File: src/rtl/fetcher_pkg.sv
// ============================================================================
// fetcher_pkg : shared constants, FSM encoding and cache index/tag helpers
// Revision    : 1.0  initial release
// ============================================================================
`default_nettype none

package fetcher_pkg;

  localparam int DATA_WIDTH = 32;
  localparam logic [DATA_WIDTH-1:0] ZERO_DATA = '0;

  // Instructions are one word; the two byte-offset bits never reach the cache.
  localparam int WORD_LSB    = 2;
  localparam int WORD_ADDR_W = DATA_WIDTH - WORD_LSB;

  typedef enum logic [2:0] {
    ST_FETCH    = 3'd0,
    ST_WAIT_MEM = 3'd1,
    ST_DELIVER  = 3'd2,
    ST_WAIT_PC  = 3'd3,
    ST_DRAIN    = 3'd4
  } fetch_state_t;

  // Byte-address ranges: index is [idx_hi:WORD_LSB], tag is [DATA_WIDTH-1:tag_lo].
  function automatic int index_bits(input int lines);
    return $clog2(lines);
  endfunction

  function automatic int idx_hi(input int lines);
    return index_bits(lines) + WORD_LSB - 1;
  endfunction

  function automatic int tag_lo(input int lines);
    return index_bits(lines) + WORD_LSB;
  endfunction

endpackage

`default_nettype wire

File: src/rtl/fetcher_icache.sv
// ============================================================================
// icache : direct-mapped, one-word-per-line instruction cache (word-addressed)
// Revision : 1.0  initial release
// ============================================================================
`default_nettype none

module icache
  import fetcher_pkg::*;
#(
  parameter int LINES = 64
) (
  input  logic                   clk,
  input  logic                   rst,
  input  logic [WORD_ADDR_W-1:0] lookup_word,
  output logic                   lookup_hit,
  output logic [DATA_WIDTH-1:0]  lookup_data,
  input  logic                   fill_en,
  input  logic [WORD_ADDR_W-1:0] fill_word,
  input  logic [DATA_WIDTH-1:0]  fill_data
);

  localparam int IDX_W = index_bits(LINES);
  localparam int TAG_W = WORD_ADDR_W - IDX_W;

  logic [LINES-1:0]      r_valid;
  logic [TAG_W-1:0]      r_tag  [LINES];
  logic [DATA_WIDTH-1:0] r_data [LINES];

  logic [IDX_W-1:0] w_lk_idx;
  logic [IDX_W-1:0] w_fill_idx;

  assign w_lk_idx    = lookup_word[IDX_W-1:0];
  assign w_fill_idx  = fill_word[IDX_W-1:0];
  assign lookup_hit  = r_valid[w_lk_idx] && (r_tag[w_lk_idx] == lookup_word[WORD_ADDR_W-1:IDX_W]);
  assign lookup_data = r_data[w_lk_idx];

  always_ff @(posedge clk) begin
    if (rst) begin
      r_valid <= '0;
    end else if (fill_en) begin
      r_valid[w_fill_idx] <= 1'b1;
    end
  end

  // Tag/data storage carries no reset; the valid bits alone gate hits.
  always_ff @(posedge clk) begin
    if (fill_en) begin
      r_tag[w_fill_idx]  <= fill_word[WORD_ADDR_W-1:IDX_W];
      r_data[w_fill_idx] <= fill_data;
    end
  end

endmodule

`default_nettype wire

File: src/rtl/fetcher.sv
// ============================================================================
// fetcher : instruction fetch FSM with optional direct-mapped icache
//           (cache present only when macro ICACHE_EN is defined)
// Revision : 1.0  initial release
// ============================================================================
`default_nettype none

module fetcher
  import fetcher_pkg::*;
#(
  parameter int ICACHE_LINES = 64
) (
  input  logic                  clk,
  input  logic                  rst,
  input  logic [DATA_WIDTH-1:0] in_next_pc,
  output logic                  out_pc_ena,
  output logic [DATA_WIDTH-1:0] out_last_pc,
  output logic [DATA_WIDTH-1:0] out_last_inst,
  input  logic                  in_clear,
  output logic                  out_mem_req,
  output logic [DATA_WIDTH-1:0] out_mem_addr,
  input  logic                  in_mem_valid,
  input  logic [DATA_WIDTH-1:0] in_mem_data,
  output logic                  out_inst_valid,
  output logic [DATA_WIDTH-1:0] out_inst,
  output logic [DATA_WIDTH-1:0] out_inst_pc,
  input  logic                  in_issue_stall
);

  if ((ICACHE_LINES < 4) || (ICACHE_LINES > 256) ||
      ((ICACHE_LINES & (ICACHE_LINES - 1)) != 0)) begin : g_bad_lines
    $error("ICACHE_LINES must be a power of two in 4..256");
  end

  fetch_state_t          r_state;
  fetch_state_t          w_next;
  logic [DATA_WIDTH-1:0] r_fetch_pc;
  logic                  r_clear_d;
  logic                  r_inst_valid;
  logic [DATA_WIDTH-1:0] r_inst;
  logic [DATA_WIDTH-1:0] r_inst_pc;
  logic [DATA_WIDTH-1:0] r_last_pc;
  logic [DATA_WIDTH-1:0] r_last_inst;
  logic                  w_hit;
  logic [DATA_WIDTH-1:0] w_cache_data;
  logic                  w_mem_req;
  logic                  w_accept;
  logic                  w_unused;

  assign w_unused = ^in_next_pc[WORD_LSB-1:0];

`ifdef ICACHE_EN
  logic w_fill;
  assign w_fill = (r_state == ST_WAIT_MEM) && in_mem_valid && !in_clear;

  icache #(
    .LINES (ICACHE_LINES)
  ) u_icache (
    .clk         (clk),
    .rst         (rst),
    .lookup_word (r_fetch_pc[DATA_WIDTH-1:WORD_LSB]),
    .lookup_hit  (w_hit),
    .lookup_data (w_cache_data),
    .fill_en     (w_fill),
    .fill_word   (r_fetch_pc[DATA_WIDTH-1:WORD_LSB]),
    .fill_data   (in_mem_data)
  );
`else
  assign w_hit        = 1'b0;
  assign w_cache_data = ZERO_DATA;
`endif

  always_comb begin
    w_next    = r_state;
    w_mem_req = 1'b0;
    w_accept  = 1'b0;
    case (r_state)
      ST_FETCH: begin
        if (w_hit) begin
          w_next = in_clear ? ST_WAIT_PC : ST_DELIVER;
        end else begin
          w_mem_req = 1'b1;
          w_next    = in_clear ? ST_DRAIN : ST_WAIT_MEM;
        end
      end
      ST_WAIT_MEM: begin
        w_mem_req = 1'b1;
        if (in_mem_valid)  w_next = in_clear ? ST_WAIT_PC : ST_DELIVER;
        else if (in_clear) w_next = ST_DRAIN;
      end
      ST_DELIVER: begin
        if (in_clear) begin
          w_next = ST_WAIT_PC;
        end else if (!in_issue_stall) begin
          w_accept = 1'b1;
          w_next   = ST_WAIT_PC;
        end
      end
      ST_WAIT_PC: w_next = in_clear ? ST_WAIT_PC : ST_FETCH;
      // The outstanding request stays visible until its response is swallowed.
      ST_DRAIN: begin
        w_mem_req = 1'b1;
        if (in_mem_valid) w_next = in_clear ? ST_WAIT_PC : ST_FETCH;
      end
      default: w_next = ST_FETCH;
    endcase
  end

  always_ff @(posedge clk) begin
    if (rst) begin
      r_state      <= ST_FETCH;
      r_fetch_pc   <= ZERO_DATA;
      r_clear_d    <= 1'b0;
      r_inst_valid <= 1'b0;
      r_inst       <= ZERO_DATA;
      r_inst_pc    <= ZERO_DATA;
      r_last_pc    <= ZERO_DATA;
      r_last_inst  <= ZERO_DATA;
    end else begin
      r_state      <= w_next;
      r_clear_d    <= in_clear;
      r_inst_valid <= (w_next == ST_DELIVER);
      if ((r_state == ST_WAIT_PC) || r_clear_d) begin
        r_fetch_pc <= {in_next_pc[DATA_WIDTH-1:WORD_LSB], {WORD_LSB{1'b0}}};
      end
      if ((r_state == ST_FETCH) && w_hit && !in_clear) begin
        r_inst    <= w_cache_data;
        r_inst_pc <= r_fetch_pc;
      end else if ((r_state == ST_WAIT_MEM) && in_mem_valid && !in_clear) begin
        r_inst    <= in_mem_data;
        r_inst_pc <= r_fetch_pc;
      end
      if (w_accept) begin
        r_last_pc   <= r_inst_pc;
        r_last_inst <= r_inst;
      end
    end
  end

  assign out_mem_req    = w_mem_req && !rst;
  assign out_mem_addr   = out_mem_req ? r_fetch_pc : ZERO_DATA;
  assign out_pc_ena     = !rst && (in_clear || w_accept);
  assign out_inst_valid = r_inst_valid;
  assign out_inst       = r_inst;
  assign out_inst_pc    = r_inst_pc;
  assign out_last_pc    = r_last_pc;
  assign out_last_inst  = r_last_inst;

endmodule

`default_nettype wire

File: config.mk
export PLATFORM = sky130hd
export DESIGN_NAME = fetcher
export DESIGN_NICKNAME = d
export VERILOG_FILES = /design/src/rtl/fetcher_pkg.sv /design/src/rtl/fetcher_icache.sv /design/src/rtl/fetcher.sv
export SDC_FILE = /design/constraint.sdc
export NUM_CORES = 1
export LEC_CHECK = 0
export CORE_AREA = 2 2 120 122
export DETAILED_ROUTE_END_ITERATION = 10
export DIE_AREA = 0 0 122 124
export PLACE_DENSITY_LB_ADDON = 0.05
export SLEW_MARGIN = 20
export SYNTH_ARGS = -nofsm -noshare
export SYNTH_HDL_FRONTEND = slang
export SYNTH_SLANG_ARGS = --single-unit
File: constraint.sdc
create_clock -name clk -period 2.1 [get_ports clk]
set_clock_uncertainty 0.1 [all_clocks]
set_input_delay 0.21 -clock clk [delete_from_list [all_inputs] [get_ports clk]]
set_output_delay 0.21 -clock clk [all_outputs]
set_load 0.03 [all_outputs]
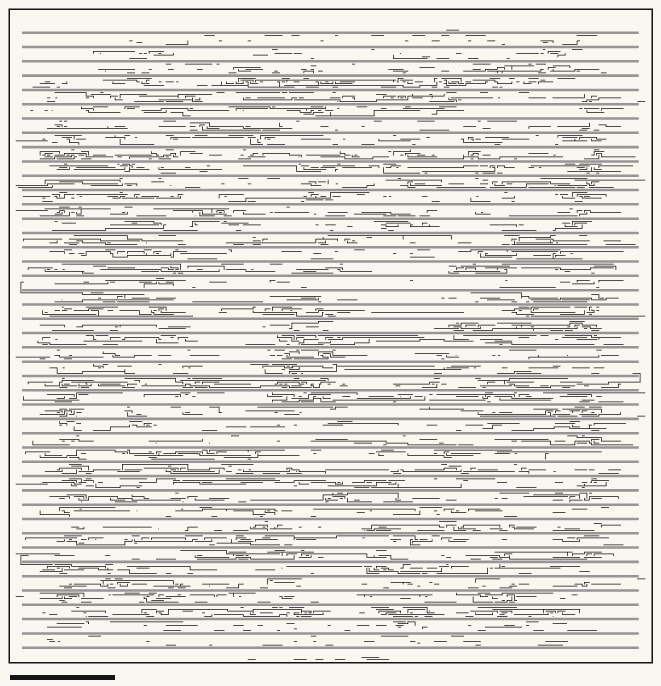
(run_1/met1.png)
Scale bar: 20 um. Supply wires on this layer in grey.
main direction	horizontal
nets with wire on the layer	883
longest straight run	27.6 um
share of all routed wire	41%
wire length on this layer	6630 um
Vias: 5562
met1 Resource Use GR: 0.2428
drt total wl: 16310 um

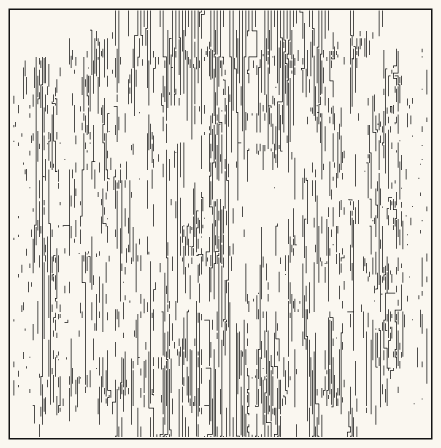
(run_1/met2.png)
share of all routed wire	48%
main direction	vertical
longest straight run	84.0 um
wire length on this layer	7790 um

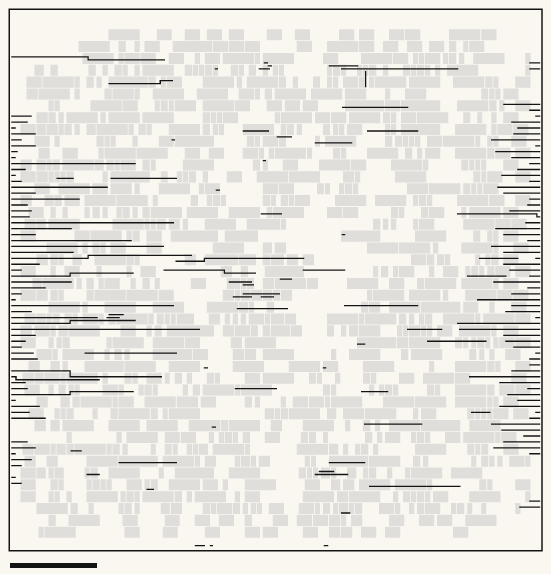
(run_1/met3.png)
Scale bar: 20 um. Cells faint in the background.
longest straight run	43.0 um
nets with wire on the layer	153
share of all routed wire	9.1%
wire length on this layer	1480 um
main direction	horizontal

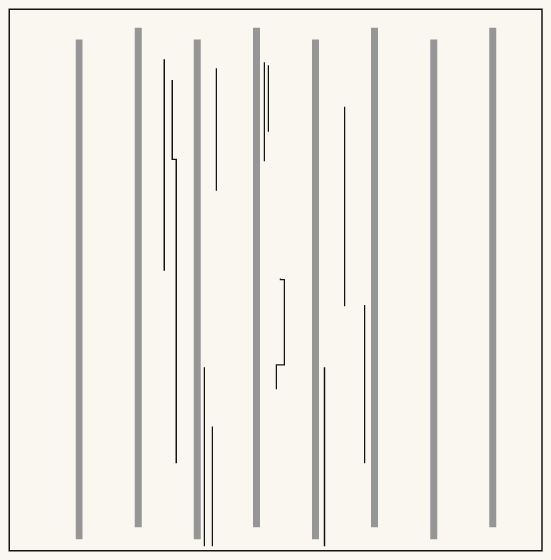
(run_1/met4.png)
Supply wires on this layer in grey.
wire length on this layer	421 um
main direction	vertical

==> flow_metrics.tcl, run 1 <==
# yosys + openroad results
set metrics [dict create \
    outcome "completed" \
    final_nets 1016 \
    viasPerCell 4.883 \
    holdWs_ns 0.2385 \
    n_all_inverters 2 \
    max_freq_mhz 497.1 \
    power.leakage_uw 0.003063 \
    drt_first_pass_iters 4 \
    largest_class "sequential cells" \
    met3_length_um 1479 \
    ys_sh_aoi 0.1459 \
    top_layer "met4" \
    async_flop_share 0 \
    htree_levels 4 \
    ys_cells 745 \
    cts_hold_buf 0 \
    final-seq-area_sq_mm 0.003186 \
    synthFlopType "dfxtp_1" \
    crit_top_cell "buf_4" \
    end_kind "primary output" \
    dpl_cell_area_sq_mm 0.008088 \
    grt_max_degree 75 \
    ant_nets 0 \
    buffers 241 \
    antennaDiodeCount 0 \
    cp_max_fo 11 \
    seq_share 0.3654 \
    hold_path.class "input pin to register" \
    root_buffer "clkbuf_16" \
    area_leaders "dfxtp_1 54%, nand2_1 20%, a21oi_1 13%" \
    preCtsSetupSlack_ns -0.003690 \
    yosys_warnings 0 \
    grt_util_all_layers 0.2115 \
    io_pins 232 \
    fin_crit_ns 2.012 \
    dp.cells 1108 \
    comb.multi_input.count 526 \
    muxShareOfSynthArea 0 \
    finalMaxSlewViolations 0 \
    fin_ws_ns 0.08816 \
    drc 0 \
    comb_share 0.2695 \
    top_area_frac 0.5410 \
    ys_sh_adder 0 \
    instances_no_fill 1139 \
    fin_area_sq_mm 0.008718 \
    grt_setup_unrepaired "false" \
    slowest_delay_ns 0.32 \
    comb_area_sq_mm 0.002350 \
    cts_resized 0 \
    chipArea_sq_mm 0.01513 \
    cts_setup_buffers 0 \
    period_used_share 0.9580 \
    ys_seq_share 0.5410 \
    common_cells "308 x nand2_1, 159 x dfxtp_1, 157 x a21oi_1" \
]
[run 1: placed cells by master, fill, tap and decap left out, types with 3 or more instances in the layout]
cell and instances:
nand2_1 308, clkdlybuf4s50_1 190, a21oi_1 157, dfxtp_1 157, buf_4 47, and2_1 30
clkbuf_16 17, clkbuf_8 9, conb_1 6, nor2_1 5, buf_12 3
[run 1: path summary, 6_finish.rpt]
kind / to / cells after the start / from
max: out_mem_addr[2] / 5 / r_state[0]
min: out_inst[0] / 3 / in_mem_data[0]
max reg2reg: r_fetch_pc[3] / 4 / r_state[1]
min reg2reg: out_last_pc[2] / 2 / out_last_pc[2]
[run 1: power breakdown]
part	leakage, uW	switching, uW	total [uW]	internal (uW)
Sequential	0.00129	50.4	3130	3080
Combinational	0.00147	348	608	260
Clock	0.000305	1130	3170	2030
Total	0.00306	1530	6900	5370
==> run 2: changes to the inputs <==
--- a/constraint.sdc
+++ b/constraint.sdc
@@ -4,2 +4,2 @@
 set_output_delay 0.21 -clock clk [all_outputs]
-set_load 0.03 [all_outputs]
+set_load 0.05 [all_outputs]
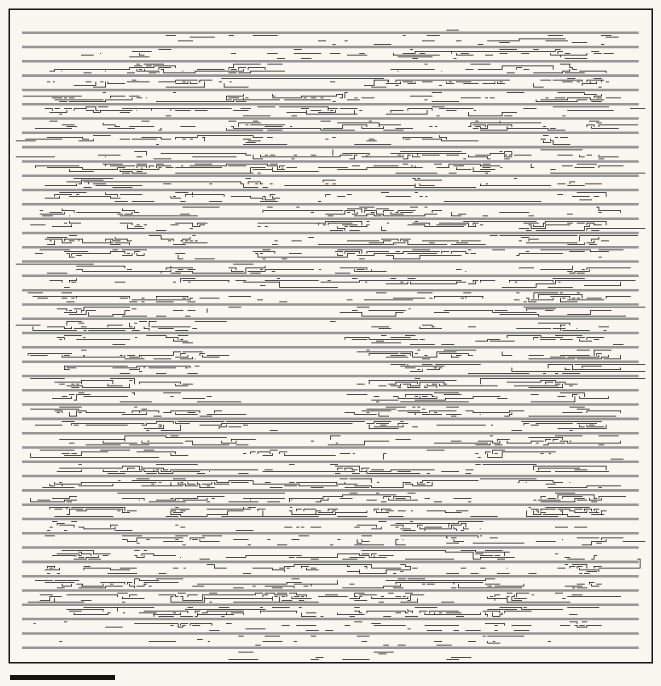
(run_2/met1.png)
Scale bar: 20 um. Supply wires on this layer in grey.
Vias: 5552
drt total wl: 16530 um
met1 Resource Use GR: 0.2403

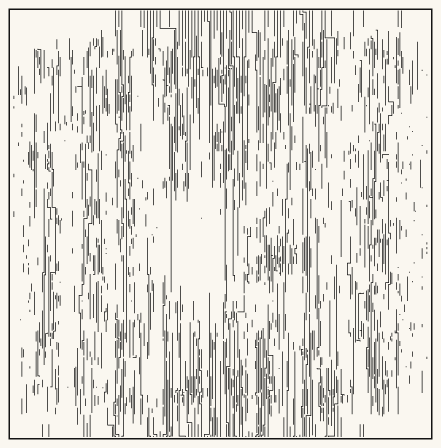
(run_2/met2.png)
nets with wire on the layer	796
wire length on this layer	8150 um
longest straight run	48.6 um
share of all routed wire	49%
met2 Use GR: 0.3684

==> flow_metrics.tcl, run 2 <==
# yosys + openroad results
set metrics [dict create \
    outcome "completed" \
    grt_util_all_layers 0.2158 \
    r2r-start "r_state[2]" \
    ys_types 26 \
    drc 0 \
    io_pins 232 \
    holdWs_ns 0.2369 \
    finalMaxSlewViolations 0 \
    top_power_group "clock" \
    viasPerCell 4.879 \
    end_kind "primary output" \
    top_area_frac 0.5410 \
    area_leaders "dfxtp_1 54%, nand2_1 20%, a21oi_1 13%" \
    final_nets 1014 \
    grt_setup_unrepaired "false" \
    max_freq_mhz 510.1 \
    ant_nets 0 \
    nFillCells 1154 \
    comb.multi_input.count 526 \
    intPower_uw 5812 \
    fin_ws_ns 0.1396 \
    instances_no_fill 1138 \
    pg_seq_uw 3120 \
    coreArea_sq_mm 0.01372 \
    cp_max_fo 10 \
    power.leakage_uw 0.003190 \
    power.switching_uw 1717 \
    antennaDiodeCount 0 \
    startpoint "r_state[0]" \
    final_cell_mix "308 x nand2_1, 190 x clkdlybuf4s50_1, 158 x dfxtp_1" \
    grt_max_degree 161 \
    hold-path-cell-count 3 \
    min_from "in_mem_data[29]" \
    whs_endpoint "out_inst[29]" \
    hold_path.class "input pin to register" \
    comb_share 0.2551 \
    drt_first_pass_iters 4 \
    yosys_warnings 0 \
    syn-cell-area_sq_mm 0.005883 \
    final-seq-area_sq_mm 0.003184 \
    chipArea_sq_mm 0.01513 \
    dp.cells 1106 \
    crit_end "out_pc_ena" \
    dpl_cell_area_sq_mm 0.008502 \
    combPwrFrac 0.101 \
    htree_levels 4 \
    ys_cells 745 \
    seqPwrFrac 0.415 \
    ys_seq_share 0.5410 \
    comb_area_sq_mm 0.002354 \
    fin_crit_ns 1.960 \
    die_x_um 122 \
    n_all_inverters 2 \
    lay_top_count "nand2_1" \
    preCtsSetupSlack_ns 0.05509 \
    common_cells "308 x nand2_1, 159 x dfxtp_1, 157 x a21oi_1" \
    timing.rr.end "r_fetch_pc[10]" \
    cts_setup_buffers 0 \
    buffers 239 \
    root_buffer "clkbuf_16" \
    synthFlopType "dfxtp_1" \
]
==> run 2: cell families (layout without fill, tap and decap cells) <==
kind of cell	Yosys count	after routing	synth area share
other	1	6	0.0006374
buffers and inverters	65	273	0.06699
flip-flops	159	159	0.5410
AND-OR/OR-AND	167	167	0.1459
AND/OR/NAND/NOR	353	353	0.2454
==> run 2: critical path, stage by stage, from the launching register on <==
cell,delay (ns)
dfxtp_1,0.35
buf_4,0.18
nor2_1,0.18
nand3_2,0.14
a21oi_2,0.21
buf_12,0.16
==> run 2: repair_timing <==
action                                  4_1_cts  5_1_grt
endpoints found under the setup margin       30       30
gates resized                                 1        3
cloned                                        0        0
==> run 2: routing by layer <==
metal / global-route usage / routed length [um]
met2: 0.3684 / 8147
met1: 0.2403 / 6607
met5: 0 / 0
met4: 0.09411 / 327
met3: 0.08242 / 1444
Power figures rest on the tool's default switching activity, not on a simulated workload.
